`src/rtl/serial_bus_pkg.sv`:
```
// Shared definitions for the serial slave bus: control-line codes, frame width
// and the master FSM state encoding. Also used by the slave-side blocks.
package serial_bus_pkg;

   typedef enum logic [2:0] {
      ABORT    = 3'b100,
      CONTINUE = 3'b101,
      HOLD     = 3'b110,
      START    = 3'b111
   } control_e;

   localparam int CODE_W = 3;

   // Control frame: 3-bit code, slave id, then the R/W bit.
   function automatic int con_width(input int s_id_width);
      return CODE_W + s_id_width + 1;
   endfunction

   typedef enum logic [2:0] {
      ST_IDLE     = 3'd0,
      ST_CTRL     = 3'd1,
      ST_WAIT_RDY = 3'd2,
      ST_WRITE    = 3'd3,
      ST_READ     = 3'd4,
      ST_ACK      = 3'd5,
      ST_ABRT     = 3'd6,
      ST_FIN      = 3'd7
   } master_state_e;

endpackage

```
`src/rtl/bus_timeout_counter.sv`:
```
// Response watchdog: counts enabled cycles and flags the cycle in which the
// count reaches TIMEOUT-1. Clear has priority; the count never wraps.
module bus_timeout_counter #(
   parameter int TIMEOUT = 1024
) (
   input  logic clk_i,
   input  logic rst_ni,
   input  logic en_i,
   input  logic clear_i,
   output logic expired_o
);

   localparam int CNT_W = $clog2(TIMEOUT);
   localparam logic [CNT_W-1:0] CNT_MAX = CNT_W'(TIMEOUT - 1);
   localparam logic [CNT_W-1:0] CNT_PRE = CNT_W'(TIMEOUT - 2);

   logic [CNT_W-1:0] cnt_q, cnt_d;

   always_comb begin
      cnt_d = cnt_q;
      if (clear_i) begin
         cnt_d = '0;
      end else if (en_i && (cnt_q != CNT_MAX)) begin
         cnt_d = cnt_q + CNT_W'(1);
      end
   end

   always_ff @(posedge clk_i or negedge rst_ni) begin
      if (!rst_ni) begin
         cnt_q <= '0;
      end else begin
         cnt_q <= cnt_d;
      end
   end

   // Fires on the cycle whose increment would land on TIMEOUT-1.
   assign expired_o = en_i && !clear_i && (cnt_q == CNT_PRE);

endmodule

```
`src/rtl/serial_bus_master_port.sv`:
```
// Initiator end of the serial slave bus: serialises a control frame, then
// shifts a write word out on wD or collects a read word from rD.
module serial_bus_master_port
   import serial_bus_pkg::*;
#(
   parameter int SLAVES     = 3,
   parameter int DATA_WIDTH = 32,
   parameter int S_ID_WIDTH = $clog2(SLAVES + 1),
   parameter int TIMEOUT    = 1024
) (
   input  logic                  clk,
   input  logic                  rstN,
   input  logic                  reqStart,
   input  logic [S_ID_WIDTH-1:0] reqSlaveId,
   input  logic                  reqRW,
   input  logic [DATA_WIDTH-1:0] reqWrData,
   output logic [DATA_WIDTH-1:0] rdData,
   output logic                  done,
   output logic                  error,
   output logic                  busy,
   output logic                  control,
   output logic                  wD,
   output logic                  valid,
   input  logic                  rD,
   input  logic                  ready
);

   localparam int CON      = con_width(S_ID_WIDTH);
   localparam int BCNT_MAX = (DATA_WIDTH > CON) ? DATA_WIDTH : CON;
   localparam int BCNT_W   = $clog2(BCNT_MAX + 1);

   localparam logic [BCNT_W-1:0]     CON_LAST   = BCNT_W'(CON - 1);
   localparam logic [BCNT_W-1:0]     DATA_LAST  = BCNT_W'(DATA_WIDTH - 1);
   localparam logic [BCNT_W-1:0]     ABRT_LAST  = BCNT_W'(CODE_W - 1);
   localparam logic [CON-1:0]        FRAME_MSB  = {1'b1, {(CON-1){1'b0}}};
   localparam logic [DATA_WIDTH-1:0] DATA_MSB   = {1'b1, {(DATA_WIDTH-1){1'b0}}};
   localparam logic [CODE_W-1:0]     CODE_MSB   = {1'b1, {(CODE_W-1){1'b0}}};
   localparam logic [CODE_W-1:0]     ABORT_BITS = ABORT;
   localparam logic [CODE_W-1:0]     START_BITS = START;

   master_state_e         state_q, state_d;
   logic [BCNT_W-1:0]     bitcnt_q, bitcnt_d;
   logic [S_ID_WIDTH-1:0] id_q, id_d;
   logic                  rw_q, rw_d;
   logic [DATA_WIDTH-1:0] wdata_q, wdata_d;
   logic [DATA_WIDTH-1:0] cap_q, cap_d;
   logic [DATA_WIDTH-1:0] rd_data_q, rd_data_d;
   logic                  control_q, control_d;
   logic                  wd_q, wd_d;
   logic                  valid_q, valid_d;
   logic                  done_q, done_d;
   logic                  error_q, error_d;
   logic                  busy_q, busy_d;

   logic [CON-1:0]        frame;
   logic                  to_en, to_clear, to_expired;

   assign to_en    = (state_q == ST_WAIT_RDY) || ((state_q == ST_READ) && !ready);
   assign to_clear = !((state_q == ST_WAIT_RDY) || (state_q == ST_READ)) ||
                     ((state_q == ST_READ) && ready);

   bus_timeout_counter #(
      .TIMEOUT (TIMEOUT)
   ) u_timeout (
      .clk_i     (clk),
      .rst_ni    (rstN),
      .en_i      (to_en),
      .clear_i   (to_clear),
      .expired_o (to_expired)
   );

   always_comb begin
      state_d   = state_q;
      bitcnt_d  = bitcnt_q;
      id_d      = id_q;
      rw_d      = rw_q;
      wdata_d   = wdata_q;
      cap_d     = cap_q;
      rd_data_d = rd_data_q;

      case (state_q)
         ST_IDLE: begin
            if (reqStart) begin
               id_d     = reqSlaveId;
               rw_d     = reqRW;
               wdata_d  = reqWrData;
               cap_d    = '0;
               bitcnt_d = '0;
               state_d  = ST_CTRL;
            end
         end
         ST_CTRL: begin
            if (bitcnt_q == CON_LAST) begin
               bitcnt_d = '0;
               state_d  = rw_q ? ST_WAIT_RDY : ST_READ;
            end else begin
               bitcnt_d = bitcnt_q + BCNT_W'(1);
            end
         end
         ST_WAIT_RDY: begin
            if (ready) begin
               state_d = ST_WRITE;
            end else if (to_expired) begin
               state_d = ST_ABRT;
            end
         end
         ST_WRITE: begin
            if (bitcnt_q == DATA_LAST) begin
               bitcnt_d = '0;
               state_d  = ST_FIN;
            end else begin
               bitcnt_d = bitcnt_q + BCNT_W'(1);
            end
         end
         ST_READ: begin
            // A sampled bit beats an expiring timeout in the same cycle.
            if (ready) begin
               cap_d = {cap_q[DATA_WIDTH-2:0], rD};
               if (bitcnt_q == DATA_LAST) begin
                  bitcnt_d = '0;
                  state_d  = ST_ACK;
               end else begin
                  bitcnt_d = bitcnt_q + BCNT_W'(1);
               end
            end else if (to_expired) begin
               bitcnt_d = '0;
               state_d  = ST_ABRT;
            end
         end
         ST_ACK: begin
            rd_data_d = cap_q;
            state_d   = ST_FIN;
         end
         ST_ABRT: begin
            if (bitcnt_q == ABRT_LAST) begin
               bitcnt_d = '0;
               state_d  = ST_FIN;
            end else begin
               bitcnt_d = bitcnt_q + BCNT_W'(1);
            end
         end
         ST_FIN: begin
            state_d = ST_IDLE;
         end
         default: begin
            bitcnt_d = '0;
            state_d  = ST_IDLE;
         end
      endcase

      // Bus outputs are registered from the next state so they line up with state_q.
      frame     = {START_BITS, id_d, rw_d};
      control_d = 1'b0;
      wd_d      = 1'b0;
      valid_d   = 1'b0;
      done_d    = (state_d == ST_FIN);
      error_d   = (state_d == ST_FIN) && (state_q == ST_ABRT);
      busy_d    = (state_d != ST_IDLE);

      case (state_d)
         ST_CTRL:  control_d = |(frame & (FRAME_MSB >> bitcnt_d));
         ST_ABRT:  control_d = |(ABORT_BITS & (CODE_MSB >> bitcnt_d));
         ST_WRITE: begin
            valid_d = 1'b1;
            wd_d    = |(wdata_d & (DATA_MSB >> bitcnt_d));
         end
         ST_ACK:   valid_d = 1'b1;
         default:  valid_d = 1'b0;
      endcase
   end

   always_ff @(posedge clk or negedge rstN) begin
      if (!rstN) begin
         state_q   <= ST_IDLE;
         bitcnt_q  <= '0;
         rd_data_q <= '0;
         control_q <= 1'b0;
         wd_q      <= 1'b0;
         valid_q   <= 1'b0;
         done_q    <= 1'b0;
         error_q   <= 1'b0;
         busy_q    <= 1'b0;
      end else begin
         state_q   <= state_d;
         bitcnt_q  <= bitcnt_d;
         rd_data_q <= rd_data_d;
         control_q <= control_d;
         wd_q      <= wd_d;
         valid_q   <= valid_d;
         done_q    <= done_d;
         error_q   <= error_d;
         busy_q    <= busy_d;
      end
   end

   // Request and shift registers carry data only; they are always loaded before use.
   always_ff @(posedge clk) begin
      id_q    <= id_d;
      rw_q    <= rw_d;
      wdata_q <= wdata_d;
      cap_q   <= cap_d;
   end

   assign rdData  = rd_data_q;
   assign done    = done_q;
   assign error   = error_q;
   assign busy    = busy_q;
   assign control = control_q;
   assign wD      = wd_q;
   assign valid   = valid_q;

endmodule

```
`config.mk`:
```
export PLATFORM = sky130hd
export DESIGN_NAME = serial_bus_master_port
export DESIGN_NICKNAME = d
export VERILOG_FILES = /design/src/rtl/serial_bus_pkg.sv /design/src/rtl/bus_timeout_counter.sv /design/src/rtl/serial_bus_master_port.sv
export SDC_FILE = /design/constraint.sdc
export NUM_CORES = 1
export LEC_CHECK = 0
export CAP_MARGIN = 20
export CORE_UTILIZATION = 51
export CTS_CLUSTER_SIZE = 8
export DETAILED_ROUTE_END_ITERATION = 16
export GPL_TIMING_DRIVEN = 0
export PLACE_DENSITY = 0.75
export SLEW_MARGIN = 10
export SYNTH_ARGS = -nofsm -noshare
export SYNTH_HDL_FRONTEND = slang
export SYNTH_HIERARCHICAL = 1
export SYNTH_SLANG_ARGS = --single-unit
```
`constraint.sdc`:
```
create_clock -name clk -period 6.8 [get_ports clk]
set_input_delay 0.68 -clock clk [delete_from_list [all_inputs] [get_ports clk]]
set_output_delay 0.68 -clock clk [all_outputs]
set_load 0.02 [all_outputs]
```
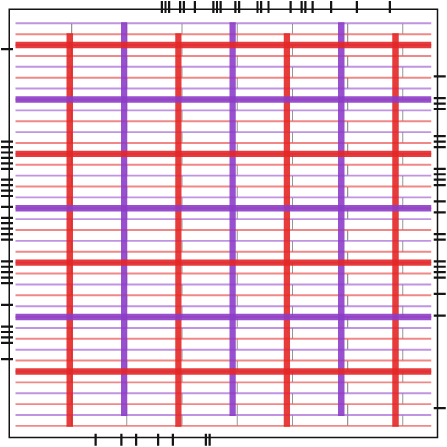
Fig. 1. Power grid.
Scale: 4 px per um. Pins as bars on the die edge. Tap cells in gray.
legend:
  red:
    net: VSS
  purple:
    net: VDD
met1 rails: 38
rows: 37
signal pins: 78
met5 straps: 7
die outline height: 106.7 um
DIE WIDTH: 106.7 um

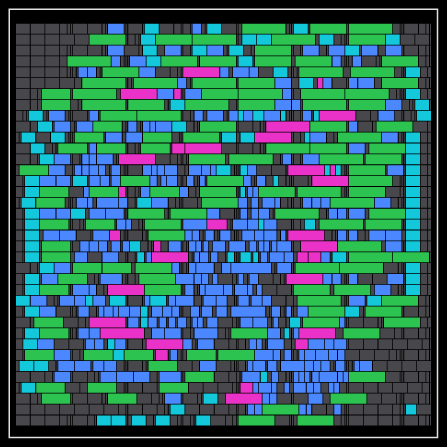
Fig. 2. Cell classes on the final placement.
Scale: 4 px per um. Fill, decap, tap and diode cells in gray.
legend:
  magenta:
    class: clock drivers and dummy loads
    cells: 32
  blue:
    class: combinational and other logic
    cells: 309
  green:
    class: flops
    cells: 124
  cyan:
    class: other buffers and delay cells
    cells: 104
total core area: 10460 sq um
post-layout utilization of the core: 0.6813
sequential share of cell area: 0.4332

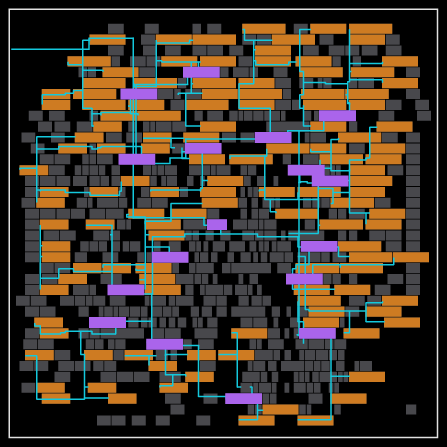
Fig. 3. Clock wires, drivers and flops.
Scale: 4 px per um.
legend:
  purple:
    item: clock drivers
    count: 17
  orange:
    item: flip-flops
    count: 124
  cyan:
    item: clock wires
    length: 1410 um
routed clock nets: 18
flops lie: spread over the die
clock network fraction of total power: 0.257
clock latency on the worst-skew pair: 0.51 ns
worst setup skew after layout: 0.008573 ns

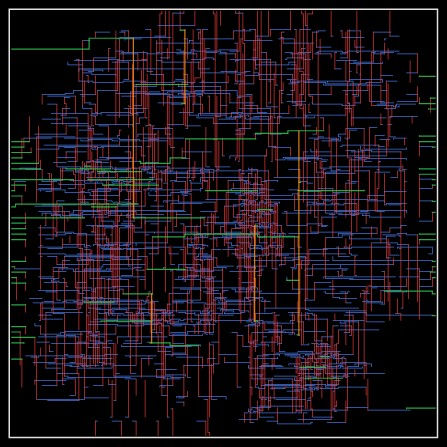
Fig. 4. Wiring by layer.
Scale: 4 px per um.
legend:
  orange:
    layer: metal 4
    wire_length: 150 um
  green:
    layer: metal 3
    wire_length: 526 um
  blue:
    layer: metal 1
    wire_length: 5100 um
  red:
    layer: metal 2
    wire_length: 5310 um
Total GRT Usage: 0.2117
detailed-route wire length per cell: 15.73 um

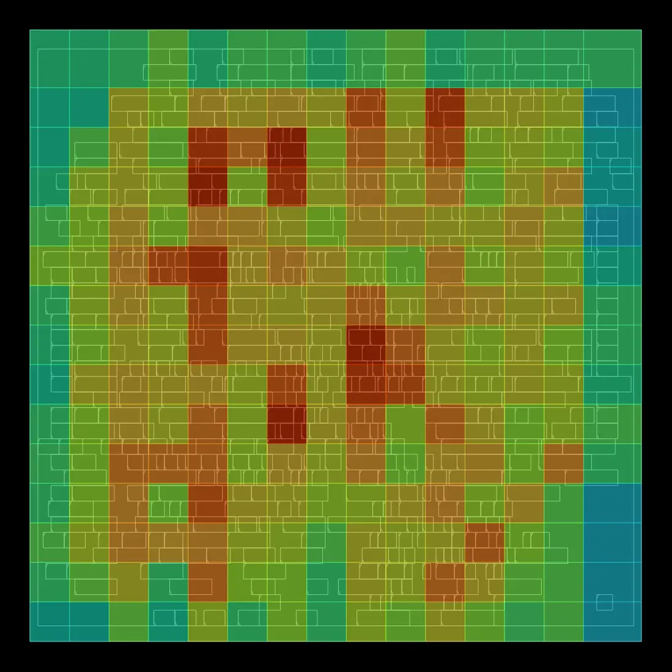
Fig. 5. Routing congestion.
met1 usage in global routing: 0.2720
met3 GRT Util: 0.06140
GR Layer Usage met2: 0.3387
busiest layer in global routing: met2

==> report_table.html <==
<p>Metrics extracted from the flow reports.</p>
<table>
<tr><th>Metric</th><th>Value</th></tr>
<tr><th colspan="2">Outcome</th></tr>
<tr><td>Status</td><td>finished clean</td></tr>
<tr><th colspan="2">STA</th></tr>
<tr><td>Setup repair after global routing missed its margin</td><td>false</td></tr>
<tr><td>Headroom to the max-slew limit</td><td>0.4135</td></tr>
<tr><td>Count of endpoints failing setup in the final report</td><td>0</td></tr>
<tr><td>Final worst path period share</td><td>0.6452</td></tr>
<tr><td>Transition time at the pin with the least slew margin</td><td>0.8688 ns</td></tr>
<tr><th colspan="2">Power and ir drop</th></tr>
<tr><td>Biggest power consumer among the groups</td><td>combinational cells</td></tr>
<tr><td>Reported net switching power</td><td>1.167 mW</td></tr>
<tr><td>Total design power</td><td>roughly 3.4 mW</td></tr>
<tr><td>Worst vdd rail ir drop</td><td>approximately 230 uV</td></tr>
<tr><td>Clock net power</td><td>0.870 mW</td></tr>
<tr><td>Sequential logic power</td><td>1.14 mW</td></tr>
<tr><td>Internal power component</td><td>2.222 mW</td></tr>
<tr><td>Power in combinational cells</td><td>around 1.4 mW</td></tr>
<tr><th colspan="2">Place</th></tr>
<tr><td>Post-DP HPWL</td><td>just under 8000 um</td></tr>
<tr><td>Worst-case setup slack after placement</td><td>between 2 and 2.5 ns</td></tr>
<tr><th colspan="2">Die</th></tr>
<tr><td>Number of ports placed on the die boundary</td><td>~78</td></tr>
<tr><td>Standard-cell row count</td><td>37</td></tr>
<tr><td>Overall chip area</td><td>approximately 11000 sq um</td></tr>
<tr><th colspan="2">Clock network</th></tr>
<tr><td>CTS clk-pin slew, worst paths</td><td>0.06 ns</td></tr>
<tr><td>Clock Sink Count</td><td>roughly 120</td></tr>
<tr><th colspan="2">Setup path</th></tr>
<tr><td>Top Family by Delay on Critical Path</td><td>buffers and inverters</td></tr>
<tr><td>Maximum single-stage delay on the critical path</td><td>about 0.73 ns</td></tr>
<tr><td>Critical path buffers and inverters</td><td>7</td></tr>
<tr><td>Sort of element at the end of the critical path</td><td>flop</td></tr>
<tr><td>Crit path to</td><td>wD</td></tr>
<tr><td>Worst setup SP type</td><td>flop</td></tr>
<tr><td>Largest driver fanout on the critical path</td><td>10</td></tr>
<tr><td>Critical Path, Cell by Cell</td><td>buf_2, clkbuf_1, mux2i_1, or2_2, clkbuf_1, inv_1, and4_1, o311ai_0, nand3_1, and2_1, buf_6, inv_2, buf_2, nand4_1, a31oi_1, nor4_1, a211oi_2</td></tr>
<tr><th colspan="2">Route</th></tr>
<tr><td>Post-detailed-routing wire length</td><td>11090 um</td></tr>
<tr><td>DR vias/cell</td><td>5.495</td></tr>
<tr><td>Number of search-and-repair iterations in the first detailed-routing pass</td><td>5</td></tr>
<tr><th colspan="2">Yosys</th></tr>
<tr><td>Seq/Total Area, Yosys</td><td>0.5525</td></tr>
<tr><td>Most frequent cells after synthesis</td><td>66 x sky130_fd_sc_hd__mux2_2, 57 x sky130_fd_sc_hd__dfrtp_1, 37 x sky130_fd_sc_hd__and2_1</td></tr>
<tr><td>Flip-flops with a built-in enable</td><td>32</td></tr>
<tr><td>Top comb family, area</td><td>multiplexers</td></tr>
<tr><td>Dominant cell by count in the synthesized netlist</td><td>sky130_fd_sc_hd__mux2_2</td></tr>
<tr><td>Cell total in the yosys stat output</td><td>around 460</td></tr>
<tr><td>Area share, top type</td><td>0.2552</td></tr>
<tr><td>Netlist area before placement</td><td>about 5600 sq um</td></tr>
<tr><th colspan="2">Hold path</th></tr>
<tr><td>Type of the most critical hold path</td><td>input pin to async pin</td></tr>
<tr><th colspan="2">Cells and area</th></tr>
<tr><td>Final Net Count</td><td>about 600</td></tr>
<tr><td>Diodes inserted</td><td>0</td></tr>
<tr><td>P&amp;R area growth vs syn</td><td>27.54%</td></tr>
<tr><th colspan="2">Global route</th></tr>
<tr><td>Wire length of the first global-routing pass</td><td>around 19000 um</td></tr>
</table>
==> per-layer routing <==
metal	share of wire	global-route usage	up-vias
met2	0.48	0.3387	104
li1	-	-	1876
met1	0.46	0.2720	1880
met3	0.047	0.06140	14
met4	0.014	0.08023	0
met5	0	0	-
==> layout make-up <==
| type | count | area (sq um) | area share |
|---|---|---|---|
| buffer | 25 | 133.9 | 0.01878 |
| sequential | 124 | 3088 | 0.4332 |
| inverter | 16 | 60.06 | 0.008425 |
| timing repair buffer | 79 | 783.3 | 0.1099 |
| multi-input combinational | 293 | 2312 | 0.3244 |
| clock buffer | 19 | 442.9 | 0.06214 |
| tap | 136 | 170.2 | 0.02387 |
| clock inverter | 13 | 137.6 | 0.01931 |
Power and IR drop assume default switching activity.
